**src/rtl/morse_decoder_pkg.sv**
```systemverilog
// Shared types and constants for the Morse receiver: state encoding,
// letter indices and default timing thresholds.
package morse_decoder_pkg;

    typedef enum logic [1:0] {IDLE, MARK, SPACE} state_t;
    typedef logic [2:0] letter_t;

    localparam letter_t LTR_A = 3'd0;
    localparam letter_t LTR_B = 3'd1;
    localparam letter_t LTR_C = 3'd2;
    localparam letter_t LTR_D = 3'd3;
    localparam letter_t LTR_E = 3'd4;
    localparam letter_t LTR_F = 3'd5;
    localparam letter_t LTR_G = 3'd6;
    localparam letter_t LTR_H = 3'd7;

    localparam int DEF_CNT_W      = 4;
    localparam int DEF_DOT_MAX    = 1;
    localparam int DEF_DASH_MIN   = 3;
    localparam int DEF_DASH_MAX   = 4;
    localparam int DEF_LETTER_GAP = 3;
    localparam int DEF_MAX_SYM    = 4;

endpackage

```
**src/rtl/morse_decoder_if.sv**
```systemverilog
// Line-in / letter-out bundle between the Morse source and the decoder.
interface morse_decoder_if;
    import morse_decoder_pkg::*;

    logic    tick;
    logic    din;
    letter_t letter;
    logic    valid;
    logic    error;
    logic    busy;

    modport master (output tick, din, input letter, valid, error, busy);
    modport slave  (input tick, din, output letter, valid, error, busy);
endinterface

```
**src/rtl/morse_symbol_lookup.sv**
```systemverilog
// Maps an accumulated (length, dot/dash bits) pair to a letter index.
// Bits are right-aligned: first symbol at bit len-1, unused upper bits zero.
module morse_symbol_lookup
    import morse_decoder_pkg::*;
#(
    parameter int MAX_SYM = DEF_MAX_SYM,
    parameter int SC_W    = $clog2(MAX_SYM + 1)
) (
    input  logic [SC_W-1:0]    len,
    input  logic [MAX_SYM-1:0] bits,
    output letter_t            letter,
    output logic               match
);

    always_comb begin
        letter = LTR_A;
        match  = 1'b1;
        if      (len == SC_W'(2) && bits == MAX_SYM'(2'b01))   letter = LTR_A;
        else if (len == SC_W'(4) && bits == MAX_SYM'(4'b1000)) letter = LTR_B;
        else if (len == SC_W'(4) && bits == MAX_SYM'(4'b1010)) letter = LTR_C;
        else if (len == SC_W'(3) && bits == MAX_SYM'(3'b100))  letter = LTR_D;
        else if (len == SC_W'(1) && bits == MAX_SYM'(1'b0))    letter = LTR_E;
        else if (len == SC_W'(4) && bits == MAX_SYM'(4'b0010)) letter = LTR_F;
        else if (len == SC_W'(3) && bits == MAX_SYM'(3'b110))  letter = LTR_G;
        else if (len == SC_W'(4) && bits == MAX_SYM'(4'b0000)) letter = LTR_H;
        else                                                   match  = 1'b0;
    end

endmodule

```
**src/rtl/morse_decoder.sv**
```systemverilog
// Samples the Morse line once per tick, measures mark/space runs, builds
// the dot/dash word and emits a one-cycle valid or error pulse per letter.
module morse_decoder
    import morse_decoder_pkg::*;
#(
    parameter int CNT_W      = DEF_CNT_W,
    parameter int DOT_MAX    = DEF_DOT_MAX,
    parameter int DASH_MIN   = DEF_DASH_MIN,
    parameter int DASH_MAX   = DEF_DASH_MAX,
    parameter int LETTER_GAP = DEF_LETTER_GAP,
    parameter int MAX_SYM    = DEF_MAX_SYM
) (
    input  logic      clock,
    input  logic      reset,
    morse_decoder_if.slave bus
);

    localparam int SC_W = $clog2(MAX_SYM + 1);
    localparam logic [CNT_W-1:0] CNT_MAX  = '1;
    localparam logic [CNT_W-1:0] DOT_C    = CNT_W'(DOT_MAX);
    localparam logic [CNT_W-1:0] DMIN_C   = CNT_W'(DASH_MIN);
    localparam logic [CNT_W-1:0] DMAX_C   = CNT_W'(DASH_MAX);
    localparam logic [CNT_W-1:0] GAP_C    = CNT_W'(LETTER_GAP);
    localparam logic [SC_W-1:0]  SYM_FULL = SC_W'(MAX_SYM);

    state_t             state;
    logic [CNT_W-1:0]   mark_cnt;
    logic [CNT_W-1:0]   space_cnt;
    logic [MAX_SYM-1:0] sym;
    logic [SC_W-1:0]    sym_cnt;
    logic               bad;
    letter_t            letter_q;
    logic               valid_q;
    logic               error_q;
    logic               busy_q;

    letter_t            lk_letter;
    logic               lk_match;
    logic               is_dot;
    logic               is_dash;
    logic [CNT_W-1:0]   mark_inc;
    logic [CNT_W-1:0]   space_inc;

    morse_symbol_lookup #(.MAX_SYM(MAX_SYM), .SC_W(SC_W)) u_lookup (
        .len    (sym_cnt),
        .bits   (sym),
        .letter (lk_letter),
        .match  (lk_match)
    );

    always_comb begin
        is_dot    = (mark_cnt != '0) && (mark_cnt <= DOT_C);
        is_dash   = (mark_cnt >= DMIN_C) && (mark_cnt <= DMAX_C);
        mark_inc  = (mark_cnt  == CNT_MAX) ? mark_cnt  : mark_cnt  + 1'b1;
        space_inc = (space_cnt == CNT_MAX) ? space_cnt : space_cnt + 1'b1;
    end

    always_ff @(posedge clock) begin
        if (reset) begin
            state     <= IDLE;
            mark_cnt  <= '0;
            space_cnt <= '0;
            sym       <= '0;
            sym_cnt   <= '0;
            bad       <= 1'b0;
            letter_q  <= LTR_A;
            valid_q   <= 1'b0;
            error_q   <= 1'b0;
            busy_q    <= 1'b0;
        end else begin
            valid_q <= 1'b0;
            error_q <= 1'b0;
            if (bus.tick) begin
                unique case (state)
                    IDLE: if (bus.din) begin
                        state    <= MARK;
                        mark_cnt <= CNT_W'(1);
                        busy_q   <= 1'b1;
                    end
                    MARK: if (bus.din) begin
                        mark_cnt <= mark_inc;
                    end else begin
                        // A full word or an unclassifiable mark poisons the letter
                        // but the gap is still timed so the error lands at its end.
                        if (sym_cnt == SYM_FULL || !(is_dot || is_dash)) begin
                            bad <= 1'b1;
                        end else begin
                            sym     <= {sym[MAX_SYM-2:0], is_dash};
                            sym_cnt <= sym_cnt + 1'b1;
                        end
                        state     <= SPACE;
                        space_cnt <= CNT_W'(1);
                    end
                    SPACE: if (bus.din) begin
                        state    <= MARK;
                        mark_cnt <= CNT_W'(1);
                    end else begin
                        space_cnt <= space_inc;
                        if (space_inc >= GAP_C) begin
                            if (!bad && lk_match) begin
                                letter_q <= lk_letter;
                                valid_q  <= 1'b1;
                            end else begin
                                error_q  <= 1'b1;
                            end
                            sym     <= '0;
                            sym_cnt <= '0;
                            bad     <= 1'b0;
                            state   <= IDLE;
                            busy_q  <= 1'b0;
                        end
                    end
                    default: state <= IDLE;
                endcase
            end
        end
    end

    assign bus.letter = letter_q;
    assign bus.valid  = valid_q;
    assign bus.error  = error_q;
    assign bus.busy   = busy_q;

endmodule

```
**src/flat_wrapper.sv**
```systemverilog
// flat-port wrapper written by rule: the top's interface ports become plain ports
module morse_decoder_flat import morse_decoder_pkg::*;
#(
    parameter int CNT_W      = DEF_CNT_W,
    parameter int DOT_MAX    = DEF_DOT_MAX,
    parameter int DASH_MIN   = DEF_DASH_MIN,
    parameter int DASH_MAX   = DEF_DASH_MAX,
    parameter int LETTER_GAP = DEF_LETTER_GAP,
    parameter int MAX_SYM    = DEF_MAX_SYM
)
  (clock, reset, bus_tick, bus_din, bus_letter, bus_valid, bus_error, bus_busy);
  morse_decoder_if bus_i ();
  input  logic clock;
  input  logic reset;
  input wire logic [$bits(bus_i.tick)-1:0] bus_tick;
  input wire logic [$bits(bus_i.din)-1:0] bus_din;
  output wire logic [$bits(bus_i.letter)-1:0] bus_letter;
  output wire logic [$bits(bus_i.valid)-1:0] bus_valid;
  output wire logic [$bits(bus_i.error)-1:0] bus_error;
  output wire logic [$bits(bus_i.busy)-1:0] bus_busy;
  assign bus_i.tick = bus_tick;
  assign bus_i.din = bus_din;
  assign bus_letter = bus_i.letter;
  assign bus_valid = bus_i.valid;
  assign bus_error = bus_i.error;
  assign bus_busy = bus_i.busy;
  morse_decoder #(.CNT_W(CNT_W), .DOT_MAX(DOT_MAX), .DASH_MIN(DASH_MIN), .DASH_MAX(DASH_MAX), .LETTER_GAP(LETTER_GAP), .MAX_SYM(MAX_SYM)) u_core (.clock(clock), .reset(reset), .bus(bus_i));
endmodule
```
**config.mk**
```make
export PLATFORM = sky130hd
export DESIGN_NAME = morse_decoder_flat
export DESIGN_NICKNAME = d
export VERILOG_FILES = /design/src/rtl/morse_decoder_pkg.sv /design/src/rtl/morse_decoder_if.sv /design/src/rtl/morse_symbol_lookup.sv /design/src/rtl/morse_decoder.sv /design/src/flat_wrapper.sv
export SDC_FILE = /design/constraint.sdc
export NUM_CORES = 1
export LEC_CHECK = 0
export ABC_AREA = 1
export CORE_MARGIN = 2
export CORE_UTILIZATION = 55
export CTS_CLUSTER_DIAMETER = 120
export DETAILED_ROUTE_END_ITERATION = 12
export HOLD_SLACK_MARGIN = 0.08
export PLACE_DENSITY = 0.76
export SLEW_MARGIN = 20
export SYNTH_ARGS = -nofsm -noshare
export SYNTH_HDL_FRONTEND = slang
export SYNTH_HIERARCHICAL = 1
export SYNTH_SLANG_ARGS = --single-unit
```
**constraint.sdc**
```tcl
create_clock -name clock -period 3 [get_ports clock]
set_input_delay 0.75 -clock clock [delete_from_list [all_inputs] [get_ports clock]]
set_output_delay 0.75 -clock clock [all_outputs]
set_load 0.02 [all_outputs]
```
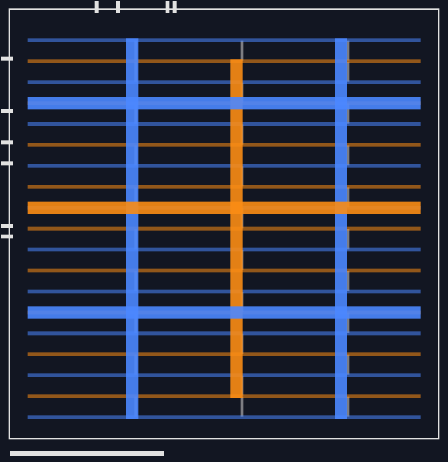
Figure 1: floorplan with the power grid.
The bar under the picture is 20 um long. Pins as bars on the die edge. Tap cells in grey.
blue -> VSS
orange -> VDD
met1 rails = 19
tap cells = 30
met5 straps = 3
die span in x: 55.6 um
die height: 55.6 um

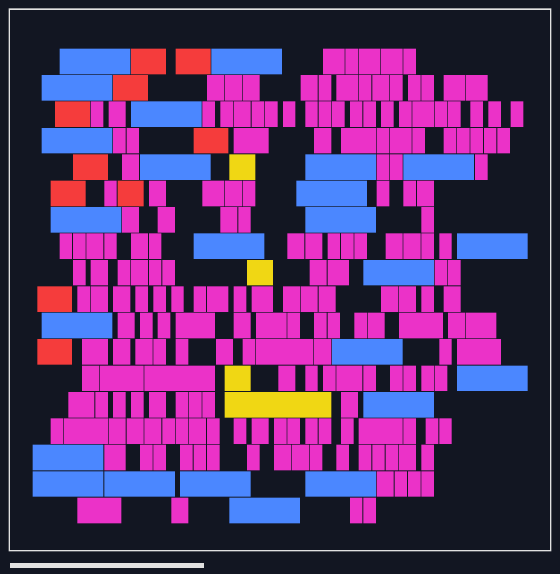
Figure 2: placed cells, one colour a class.
The bar under the picture is 20 um long.
blue -> sequential cells  # cells 24, share of their area 30%
red -> remaining buffers and delay cells  # cells 10, share of their area 6.1%
yellow -> clock drivers and dummy loads  # cells 4, share of their area 3.3%
magenta -> combinational and other logic  # cells 201, share of their area 61%
core footprint: 2500 um2
Layout Cell Area excl Fill: 1650 um2

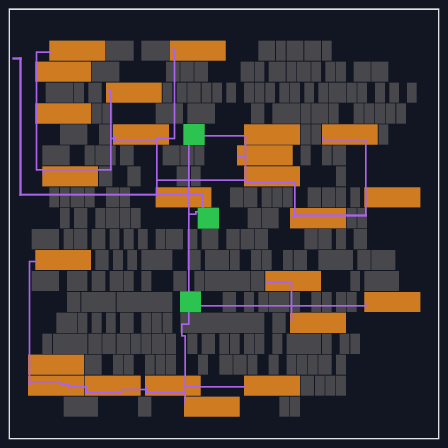
Figure 3: routed clock nets over the placement.
purple -> clock wires  # length 291 um
orange -> flip-flops  # count 24
green -> clock drivers  # count 3
flops lie = spread over the die
routed clock nets = 4

per-stage QoR:
| stage | total power [uW] | hold slack [ns] | util [%] | setup slack (ns) |
|---|---|---|---|---|
| 2_1_floorplan | 440 | 0.454 | - | 1.42 |
| 3_3_place_gp | 464 | 0.451 | 63.7 | 0.814 |
| 3_5_place_dp | 468 | 0.462 | 63.7 | 0.742 |
| 4_1_cts | 703 | 0.481 | 65.8 | 0.940 |
| 5_1_grt | 728 | 0.501 | 65.8 | 0.891 |
| 6_report | 697 | 0.477 | 65.8 | 0.955 |
cell usage after synthesis:
cell and number:
sky130_fd_sc_hd__nor2_1 23, sky130_fd_sc_hd__inv_2 7, sky130_fd_sc_hd__dfxtp_1 24, sky130_fd_sc_hd__nor4_1 1, sky130_fd_sc_hd__xnor2_1 1, sky130_fd_sc_hd__nor3_1 1
sky130_fd_sc_hd__nor2_4 1, sky130_fd_sc_hd__a21oi_1 18, sky130_fd_sc_hd__nand4_1 3, sky130_fd_sc_hd__o21ai_1 5, sky130_fd_sc_hd__o21ai_2 1, sky130_fd_sc_hd__nor2_2 4
sky130_fd_sc_hd__clkbuf_1 1, sky130_fd_sc_hd__nand2_1 62, sky130_fd_sc_hd__nor3_2 1, sky130_fd_sc_hd__o21ai_0 3, sky130_fd_sc_hd__nand3_2 1, sky130_fd_sc_hd__buf_1 1
sky130_fd_sc_hd__ha_1 6, sky130_fd_sc_hd__inv_1 25, sky130_fd_sc_hd__a21oi_4 1, sky130_fd_sc_hd__nand3_1 27, sky130_fd_sc_hd__nor2_8 1, sky130_fd_sc_hd__nand2_2 5
sky130_fd_sc_hd__a211oi_1 3, sky130_fd_sc_hd__clkinv_1 1
==> qor.txt <==
Met2 GRT Util: 37.1%
Placer Congestion: 0.854
Unrepaired setup endpoints after global routing: no
Top cell type's share of synthesized area: 32.8%
Outcome: finished clean
Overflow after GRT: 0
Count of port buffers added during placement: 9
Buffer levels on the longest clock path: 2
Pwr top: registers
Total count of max-transition violations in the final report: 0
Final setup viols: 0
Power dissipated in the clock network: 235 uW
WHS Path Cells: 2
Worst setup SP type: flop
Maximum operating frequency: 0.489 GHz
Share of final layout cell area taken by clock buffers and inverters: 3.19%
Area taken by flip-flops and latches: 480 um2
Post-CTS Setup Repair Bufs: 0
Non-Filler Instances: 269
Global-route wire length before repair: 5460 um
Number of antenna cells inserted: 0
Drt drc: 0
Largest net degree at the start of global routing: 19
Instance area at placement: 1590 um2
Mapped Area: 1470 um2
Top-Level Pins: 10
Critical path data required time: 2.25 ns
Fraction of final layout cells with drive strength greater than 1: 11.3%
Largest stage delay on the critical path: 0.61 ns
Post-synth area from yosys stat: 1470 um2
FILL cells: 225
Routed length per placed instance: 11.5 um
CTS tree: done
Resized Gates After CTS: 0
Fraction of synthesized area in multiplexers: 0%
Worst-path cell chain: clkdlybuf4s50_1
Uppermost routed layer: met4
Main logic family: simple AND/OR/NAND/NOR gates
PD cells: 424 nW/um2
Combinational gate power: 114 uW
Relative contribution of sequential cells to total power: 49.9%
Row Count: 18
Top cell type by total area after synthesis: sky130_fd_sc_hd__dfxtp_1
Sequential-to-total area share from yosys stat: 32.8%
Detailed-routed wire length on met2: 1530 um
Worst-path fanout max: 2
# nets final: 250
No activity file was given, so power comes from the tool's default toggle rates.
